===== src/rtl/ras_ckpt.sv =====
// rtl/ras_ckpt.sv - circular return-address stack with recursion counters and checkpoint/restore
module ras_ckpt #(
   parameter int DEPTH  = 16,
   parameter int ADDR_W = 30,
   parameter int CTR_W  = 2,
   parameter int PTR_W  = $clog2(DEPTH),
   parameter int CNT_W  = $clog2(DEPTH + 1)
) (
   input  logic              clk,
   input  logic              rst_n,
   input  logic              push_i,
   input  logic              pop_i,
   input  logic [ADDR_W-1:0] push_addr_i,
   output logic [ADDR_W-1:0] top_o,
   output logic              top_valid_o,
   output logic [CNT_W-1:0]  count_o,
   output logic [PTR_W-1:0]  ckpt_ptr_o,
   output logic [ADDR_W-1:0] ckpt_top_o,
   output logic [CTR_W-1:0]  ckpt_ctr_o,
   output logic [CNT_W-1:0]  ckpt_cnt_o,
   input  logic              restore_i,
   input  logic [PTR_W-1:0]  restore_ptr_i,
   input  logic [ADDR_W-1:0] restore_top_i,
   input  logic [CTR_W-1:0]  restore_ctr_i,
   input  logic [CNT_W-1:0]  restore_cnt_i
);

   localparam logic [CTR_W-1:0] CTR_MAX = '1;
   localparam logic [CNT_W-1:0] CNT_FULL = CNT_W'(DEPTH);

   logic [ADDR_W-1:0] stk [DEPTH];
   logic [CTR_W-1:0]  ctr [DEPTH];
   logic [PTR_W-1:0]  tp;
   logic [CNT_W-1:0]  cnt;

   logic [ADDR_W-1:0] top_entry;
   logic [CTR_W-1:0]  top_ctr;
   logic              non_empty;
   logic [PTR_W-1:0]  tp_inc;
   logic [PTR_W-1:0]  tp_dec;

   logic              stk_we;
   logic [PTR_W-1:0]  stk_idx;
   logic [ADDR_W-1:0] stk_val;
   logic              ctr_we;
   logic [PTR_W-1:0]  ctr_idx;
   logic [CTR_W-1:0]  ctr_val;
   logic [PTR_W-1:0]  tp_nxt;
   logic [CNT_W-1:0]  cnt_nxt;

   assign top_entry = stk[tp];
   assign top_ctr   = ctr[tp];
   assign non_empty = (cnt != '0);
   assign tp_inc    = tp + PTR_W'(1);
   assign tp_dec    = tp - PTR_W'(1);

   always_comb begin
      stk_we  = 1'b0;
      stk_idx = tp;
      stk_val = push_addr_i;
      ctr_we  = 1'b0;
      ctr_idx = tp;
      ctr_val = '0;
      tp_nxt  = tp;
      cnt_nxt = cnt;
      if (restore_i) begin
         stk_we  = 1'b1;
         stk_idx = restore_ptr_i;
         stk_val = restore_top_i;
         ctr_we  = 1'b1;
         ctr_idx = restore_ptr_i;
         ctr_val = restore_ctr_i;
         tp_nxt  = restore_ptr_i;
         cnt_nxt = restore_cnt_i;
      end else if (push_i && pop_i && non_empty) begin
         // call+return in one cycle replaces the top in place
         stk_we  = 1'b1;
         ctr_we  = 1'b1;
         ctr_val = '0;
      end else if (push_i) begin
         if (non_empty && push_addr_i == top_entry && top_ctr != CTR_MAX) begin
            ctr_we  = 1'b1;
            ctr_val = top_ctr + CTR_W'(1);
         end else begin
            // at full occupancy the slot at tp+1 is the oldest entry and is overwritten
            stk_we  = 1'b1;
            stk_idx = tp_inc;
            ctr_we  = 1'b1;
            ctr_idx = tp_inc;
            ctr_val = '0;
            tp_nxt  = tp_inc;
            cnt_nxt = (cnt == CNT_FULL) ? cnt : cnt + CNT_W'(1);
         end
      end else if (pop_i && non_empty) begin
         if (top_ctr != '0) begin
            ctr_we  = 1'b1;
            ctr_val = top_ctr - CTR_W'(1);
         end else begin
            tp_nxt  = tp_dec;
            cnt_nxt = cnt - CNT_W'(1);
         end
      end
   end

   always_ff @(posedge clk) begin
      if (!rst_n) begin
         tp  <= '0;
         cnt <= '0;
         for (int i = 0; i < DEPTH; i++) begin
            ctr[i] <= '0;
         end
      end else begin
         tp  <= tp_nxt;
         cnt <= cnt_nxt;
         if (ctr_we) begin
            ctr[ctr_idx] <= ctr_val;
         end
      end
   end

   // address storage carries no reset; reset only blocks writes
   always_ff @(posedge clk) begin
      if (rst_n && stk_we) begin
         stk[stk_idx] <= stk_val;
      end
   end

   assign top_valid_o = non_empty;
   assign top_o       = non_empty ? top_entry : '0;
   assign count_o     = cnt;
   assign ckpt_ptr_o  = tp;
   assign ckpt_top_o  = top_entry;
   assign ckpt_ctr_o  = top_ctr;
   assign ckpt_cnt_o  = cnt;

endmodule


===== config.mk =====
export PLATFORM = sky130hd
export DESIGN_NAME = ras_ckpt
export DESIGN_NICKNAME = d
export VERILOG_FILES = /design/src/rtl/ras_ckpt.sv
export SDC_FILE = /design/constraint.sdc
export NUM_CORES = 1
export LEC_CHECK = 0
export ABC_AREA = 1
export CELL_PAD_IN_SITES_DETAIL_PLACEMENT = 0
export CELL_PAD_IN_SITES_GLOBAL_PLACEMENT = 1
export CORE_ASPECT_RATIO = 0.8
export CORE_MARGIN = 1
export CORE_UTILIZATION = 46
export DETAILED_ROUTE_END_ITERATION = 16
export PLACE_DENSITY = 0.86
export SYNTH_ARGS = -nofsm -noshare
export SYNTH_HDL_FRONTEND = slang
export SYNTH_SLANG_ARGS = --single-unit

===== constraint.sdc =====
create_clock -name clk -period 15.58 [get_ports clk]
set_input_delay 3.895 -clock clk [delete_from_list [all_inputs] [get_ports clk]]
set_output_delay 3.895 -clock clk [all_outputs]
set_load 0.1 [all_outputs]

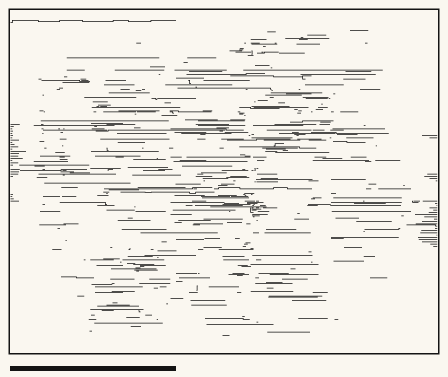
Fig. 1. Met3 routing.
The bar under the picture is 100 um long.
nets with wire on the layer: 238
main direction: horizontal
longest straight run: 83.7 um
share of all routed wire: 9.1%
wire length on this layer: 6,350 um
via count: 18,200
drt total wl: 69,470 um

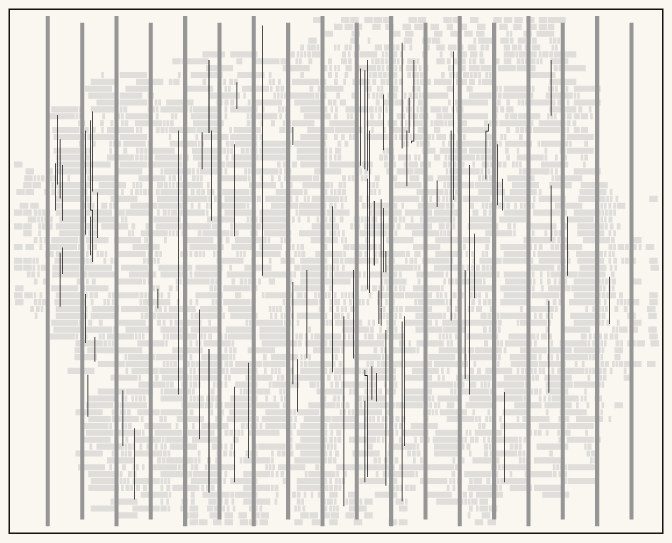
Fig. 2. M4 wires.
Supply wires on this layer in gray. Cells faint in the background.
longest straight run: 104 um
nets with wire on the layer: 48
wire length on this layer: 2,450 um
share of all routed wire: 3.5%

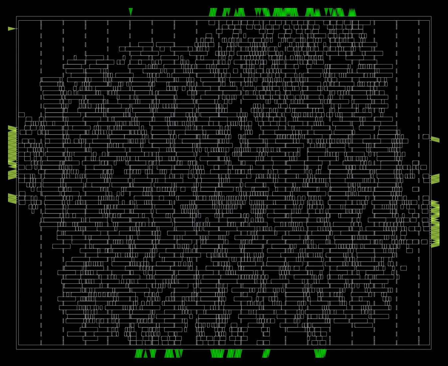
Fig. 3. Cell outlines without signal wires.
Flops: 525
final-layout fill cell count: 4,415

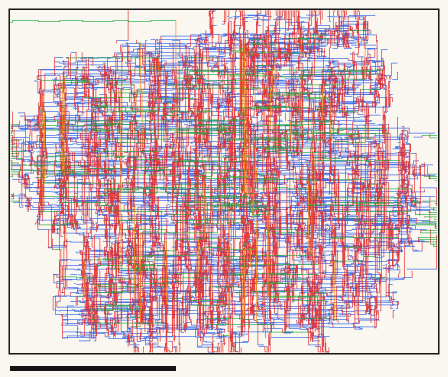
Fig. 4. Signal wires by layer.
The bar under the picture is 100 um long.
legend:
  M1:
    color: blue
    wire_length: 28.7 mm
  M4:
    color: orange
    wire_length: 2,450 um
  M3:
    color: green
    wire_length: 6,350 um
  M2:
    color: red
    wire_length: 32.0 mm

==> impl_metrics.ini <==
; generated from flow reports
[placed_design]
place_ws_ns = 7.241
place_congestion = 0.8659
dp_cells = 3257

[setup_path]
cp-endpoint = top_o[24]
crit_buf_inv = 3
worstPathMaxFanout = 88

[min_path]
min_from = ckpt_cnt_o[2]
min_path_cells = 2
hp-class = flop to flop

[detailed_routing]
drcViolationCount = 0
ant_nets = 0
first_iter_violations = 2087
met1_length_um = 28690

[clock_network]
clkTransAtPathRegs_ns = 0.06
cts.sinks = 525
clock_path_buffers = 3

[synthesis]
edf_count = 512
ys_cells = 2487
synth_flop_count = 525
synthTopLogicFamily = simple AND/OR/NAND/NOR gates
async_reset_ff_share_pct = 0
ys_warn_count = 0

[sta]
finalCritPeriodShare_pct = 57.47
min_period_ns = 8.954
fmax_ghz = 0.1117
setup_tns_ns = 0

[floorplan]
dieArea_um2 = 53240
die_w_um = 257.7
io_pins = 153
taps = 684

[finish]
seq_share_pct = 55.77
num-multi-input-gates = 1555
seqCellArea_um2 = 15650
sh_comb_area_pct = 24.61
num-nonclk-inverters = 279
lay_top_count = nand2_1

[global_route]
grt_overflow = 0
grt_max_degree = 90
grt_pass1_vias = 16780

[power]
leakagePower_nw = 11.40
seq_power_share_pct = 35.3
powerComb_mw = 1.81

[run_status]
status = complete, no violations
